## src/rtl/uart_loader_pkg.sv

```systemverilog
// uart_loader_pkg: frame byte constants and loader FSM states
package uart_loader_pkg;
  localparam logic [7:0] SYNC_BYTE = 8'h55;
  localparam logic [7:0] CMD_WRITE = 8'h01;
  localparam logic [7:0] CMD_RUN   = 8'h02;
  localparam logic [7:0] ACK_BYTE  = 8'h06;
  localparam logic [7:0] NAK_BYTE  = 8'h15;
  typedef enum logic [2:0] {IDLE, CMD, ADDR0, ADDR1, CNT, DATA, CSUM, RESP} state_t;
endpackage

```

## src/rtl/uart_word_asm.sv

```systemverilog
// uart_word_asm: packs four bytes LSB-first into a word, pulsing word_valid the cycle after the 4th
module uart_word_asm (
  input  logic        clk,
  input  logic        rst,
  input  logic        clr,
  input  logic        byte_valid,
  input  logic [7:0]  byte_in,
  output logic        last,
  output logic        word_valid,
  output logic [31:0] word
);
  logic [1:0] idx;
  assign last = idx == 2'd3;
  always_ff @(posedge clk) begin
    if (rst || clr) begin
      idx        <= '0;
      word       <= '0;
      word_valid <= 1'b0;
    end else begin
      word_valid <= byte_valid && last;
      if (byte_valid) begin
        idx  <= idx + 2'd1;
        word <= {byte_in, word[31:8]};
      end
    end
  end
endmodule

```

## src/rtl/uart_loader.sv

```systemverilog
// uart_loader: parses WRITE/RUN frames from the UART, writes memory words and releases the CPU
import uart_loader_pkg::*;
module uart_loader #(
  parameter int ADDR_W         = 16,
  parameter int TIMEOUT_CYCLES = 500000
) (
  input  logic              clk,
  input  logic              rst,
  input  logic [7:0]        rx_data,
  input  logic              rx_valid,
  output logic [7:0]        tx_data,
  output logic              tx_start,
  input  logic              tx_busy,
  output logic              mem_we,
  output logic [ADDR_W-1:0] mem_addr,
  output logic [31:0]       mem_wdata,
  output logic              cpu_hold,
  output logic              err_pulse
);
  localparam int TW = $clog2(TIMEOUT_CYCLES + 1);
  state_t            state, state_n;
  logic [7:0]        csum, cnt, addr_lo, resp;
  logic [ADDR_W-1:0] addr;
  logic [TW-1:0]     tcnt;
  logic              run, active, timeout, take, last, word_valid;
  logic [31:0]       word;
  assign active    = state != IDLE && state != RESP;
  assign timeout   = active && tcnt == TW'(TIMEOUT_CYCLES);
  assign take      = rx_valid && !timeout;
  assign mem_we    = word_valid;
  assign mem_addr  = addr;
  assign mem_wdata = word;
  uart_word_asm u_asm (
    .clk        (clk),
    .rst        (rst),
    .clr        (state == IDLE && rx_valid && rx_data == SYNC_BYTE),
    .byte_valid (state == DATA && take),
    .byte_in    (rx_data),
    .last       (last),
    .word_valid (word_valid),
    .word       (word)
  );
  always_comb begin
    state_n = state;
    resp    = NAK_BYTE;
    if (timeout) state_n = IDLE;
    else case (state)
      IDLE:  state_n = rx_valid && rx_data == SYNC_BYTE ? CMD : IDLE;
      CMD:   state_n = !rx_valid ? CMD : rx_data == CMD_WRITE ? ADDR0 : rx_data == CMD_RUN ? CSUM : RESP;
      ADDR0: state_n = rx_valid ? ADDR1 : ADDR0;
      ADDR1: state_n = rx_valid ? CNT : ADDR1;
      CNT:   state_n = !rx_valid ? CNT : rx_data == 8'd0 ? CSUM : DATA;
      DATA:  state_n = rx_valid && last && cnt == 8'd1 ? CSUM : DATA;
      CSUM: begin
        state_n = rx_valid ? RESP : CSUM;
        resp    = rx_data == csum ? ACK_BYTE : NAK_BYTE;
      end
      RESP:  state_n = tx_busy ? RESP : IDLE;
    endcase
  end
  always_ff @(posedge clk) begin
    if (rst) begin
      state     <= IDLE;
      tx_data   <= '0;
      tx_start  <= 1'b0;
      err_pulse <= 1'b0;
      cpu_hold  <= 1'b1;
      csum      <= '0;
      cnt       <= '0;
      run       <= 1'b0;
      addr_lo   <= '0;
      addr      <= '0;
      tcnt      <= '0;
    end else begin
      state     <= state_n;
      tx_start  <= state == RESP && !tx_busy;
      err_pulse <= timeout || (state == RESP && !tx_busy && tx_data == NAK_BYTE);
      tcnt      <= (!active || rx_valid) ? '0 : tcnt + 1'b1;
      if (state_n == RESP && state != RESP) tx_data <= resp;
      if (state == IDLE) begin
        csum <= '0;
        run  <= 1'b0;
      end else if (take && state inside {CMD, ADDR0, ADDR1, CNT, DATA}) csum <= csum ^ rx_data;
      if (take && state == CMD) run <= rx_data == CMD_RUN;
      if (take && state == ADDR0) addr_lo <= rx_data;
      if (take && state == ADDR1) addr <= ADDR_W'({rx_data, addr_lo});
      if (word_valid) addr <= addr + 1'b1;
      if (take && state == CNT) cnt <= rx_data;
      if (take && state == DATA && last) cnt <= cnt - 8'd1;
      if (take && state == CSUM && run && rx_data == csum) cpu_hold <= 1'b0;
    end
  end
endmodule

```

## config.mk

```make
export PLATFORM = sky130hd
export DESIGN_NAME = uart_loader
export DESIGN_NICKNAME = d
export VERILOG_FILES = /design/src/rtl/uart_loader_pkg.sv /design/src/rtl/uart_word_asm.sv /design/src/rtl/uart_loader.sv
export SDC_FILE = /design/constraint.sdc
export NUM_CORES = 1
export LEC_CHECK = 0
export ABC_AREA = 1
export CORE_ASPECT_RATIO = 0.7
export CORE_UTILIZATION = 59
export DETAILED_ROUTE_END_ITERATION = 7
export GPL_TIMING_DRIVEN = 1
export PLACE_DENSITY = 0.9
export SLEW_MARGIN = 15
export SYNTH_ARGS = -nofsm -noshare
export SYNTH_HDL_FRONTEND = slang
export SYNTH_SLANG_ARGS = --single-unit
export TNS_END_PERCENT = 5
```

## constraint.sdc

```tcl
create_clock -name clk -period 5.5 [get_ports clk]
set_clock_uncertainty 0.05 [all_clocks]
set_input_delay 0.825 -clock clk [delete_from_list [all_inputs] [get_ports clk]]
set_output_delay 0.825 -clock clk [all_outputs]
set_load 0.01 [all_outputs]
```

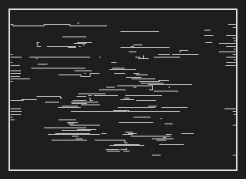
Figure 1: metal 3.
(2 px per micron)
- wire length on this layer: 1130 microns
- share of all routed wire: 8.6%

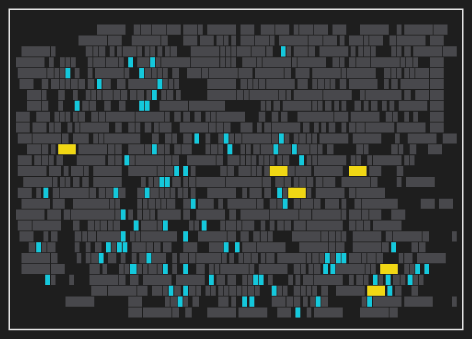
Figure 2: logic cells by family.
(4 px per micron)
- inv cells: cyan (cells 72)
- fa/ha/maj cells: yellow (cells 6)
fraction of area in multi-input gates: 0.4258
most numerous logic cell after layout: nand2_1

==> results.yml <==
# implementation run metrics
outcome:
  status: "complete, no violations"
final_layout:
  final_cells: 883
  largest_register_ffs: 32
  logic_gates: 522
  top_register: "u_asm.word"
  nClkBuffers: 9
  flops: 104
  inverters: 72
  fin_util: 0.7437
  clock_area_frac: 0.05043
  fillers: 622
  seq_share: 0.3453
  dominant_cells: "multi-input combinational cells"
  n_antenna_cell: 0
  regArea_sq_um: 2082
  nNetsFinal: 795
  buffers_excl_clock: 68
  synthToLayoutAreaGrowth_pct: 18.46
  logic_area_sq_um: 2567
  lay_top_cells: "nand2_1, dfxtp_1, a21oi_1, nor2_1, clkdlybuf4s50_1"
  bufAreaShareNonClock: 0.1125
  drive_above_1_share: 0.05754
  final_area_sq_um: 6030
sta:
  fin_crit_ps: 3052
  worst_slew_margin_rel: 0.2344
  setup_viol: 0
  hold_viol: 0
  whs_ps: 412.6
  setup_slack_ps: 2448
  rsz0062_at_grt: "no"
  finalCritPeriodShare: 0.5548
  report.final.slew_viol_count: 0
  tns_ps: 0
  max_freq_mhz: 327.7
  worst_slew_pin_slew_ps: 1146
setup_path:
  r2r-start: "state[0]$_SDFF_PP0_"
  worstPathMaxFanout: 35
  cp-startpoint: "rx_valid"
  worstPathRequired_ps: 5630
  reg2reg_depth: 9
  end_kind: "flip-flop"
  critPathCapture: "u_asm.word[23]$_SDFFE_PP0P_"
  critical_path_class: "input port to flip-flop"
  worstPathArrival_ps: 3180
  ff2ff_setup_slack_ps: 2890
  cp-start-kind: "input port"
  r2r-end: "u_asm.idx[0]$_SDFFE_PP0P_"
pwr:
  maxPowerGroup: "registers"
  peakVddDrop_mv: 0.1804
  combinationalPower_mw: 0.0446
  intPower_mw: 1.124
  p_seq_mw: 0.752
  p_clk_frac: 0.453
  pg_clk_mw: 0.661
  pwr-share-comb: 0.031
  total_power_mw: 1.457
  sw_frac_of_total: 0.2286
  p_leak_nw: 2.208
  switchingPower_mw: 0.3332
  seqPwrFrac: 0.516
  power.density_nw_per_um2: 241.7
clock_network:
  cts_tree: "built"
  clk_pin_slew_worst_paths_ps: 80
  cts.sinks: 104
  numCtsBuffers: 9
  cts-resized-gates: 0
  clockRootBuffer: "clkbuf_16"
  insertion_delay_ps: 350
  post-cts-setup-buffers: 0
  cts_hold_buf: 0
  cts.htree.levels: 3
  clockBufferDepth: 2
routing:
  totalWireLength_microns: 13210
  ant_nets: 0
  via_per_inst: 5.752
  first_pass_iters: 7
  first_iter_violations: 503
  wl_met3_microns: 1130
  wl_per_cell_microns: 14.96
  vias: 5079
  top_layer: "met4"
  drt-met1-wl_microns: 5837
  drc_errors: 0
  met2_length_microns: 6044
placement:
  port_buffers: 67
  dp_hpwl_microns: 9340
  gp_congestion: 0.8847
  dp_cells: 867
  dpl_worst_slack_ps: 2181
  dpl_cell_area_sq_um: 5725
synth:
  yosys_area_sq_um: 5090
  fa_ha_area_frac: 0.01475
  syn_area_sq_um: 5090
  ys_ff: 104
  ys_warn_count: 0
  synthXorXnorAreaFrac: 0.03614
  yosys.area_share.simple: 0.3090
  area_leaders: "dfxtp_1, nand2_1, a21oi_1"
  top_area_frac: 0.4090
  yosys.cell_types.count: 42
  synthAoiAreaFrac: 0.1394
  largest_area_cell: "dfxtp_1"
  mux_share: 0.002212
  ys_top_logic_family: "simple AND/OR/NAND/NOR gates"
  synth_area_per_cell_sq_um: 7.011
  syn_inst: 726
  ys_seq_frac: 0.4090
  ys_cells: 726
global_routing:
  grtUsageMet1: 0.4010
  gr-total-overflow: 0
  use_met3: 0.06606
  grt_pass1_wl_microns: 21780
  use_met2: 0.4908
  grt_pass1_vias: 4670
  track_usage: 0.3027
  busiest_layer: "met2"
  antenna_found_initial: 0
  grt_max_degree: 37
floorplan:
  fp_util: 0.6278
  die_h_microns: 79.71
  core_sq_um: 8108
  pin_count: 72
  row_count: 27
  nWellTaps: 101
  fp.dieW_microns: 113.0
  die_area_sq_um: 9008
worst_hold_path:
  hold_path.startpoint: "u_asm.word[6]$_SDFFE_PP0P_"
  whs_path_depth: 2
  hp-class: "flip-flop to flip-flop"
  hold_path_end: "u_asm.word[6]$_SDFFE_PP0P_"
flow_run:
  drv_cap: 0
  warnings: 28
==> critical path: stages <==
cell,delay (ps)
clkdlybuf4s50_1,920
nand3_1,150
nor2_1,150
nand4_1,140
nand2_1,870
a21oi_1,110
==> Yosys cell counts (all sizes together) <==
cell / number
nand2: 189
o21bai: 1
nor3: 19
clkinv: 1
or2: 6
mux2: 1
o211a: 1
a21boi: 1
a211oi: 1
buf: 21
nand4: 13
o21a: 1
nand3: 36
o31ai: 1
clkbuf: 10
nor3b: 2
inv: 71
nor2: 84
dfxtp: 104
a31oi: 1
a21oi: 94
xnor2: 11
o21ai: 37
ha: 6
conb: 1
xor2: 10
nor4: 2
nand2b: 1
Power and IR drop assume default switching activity.
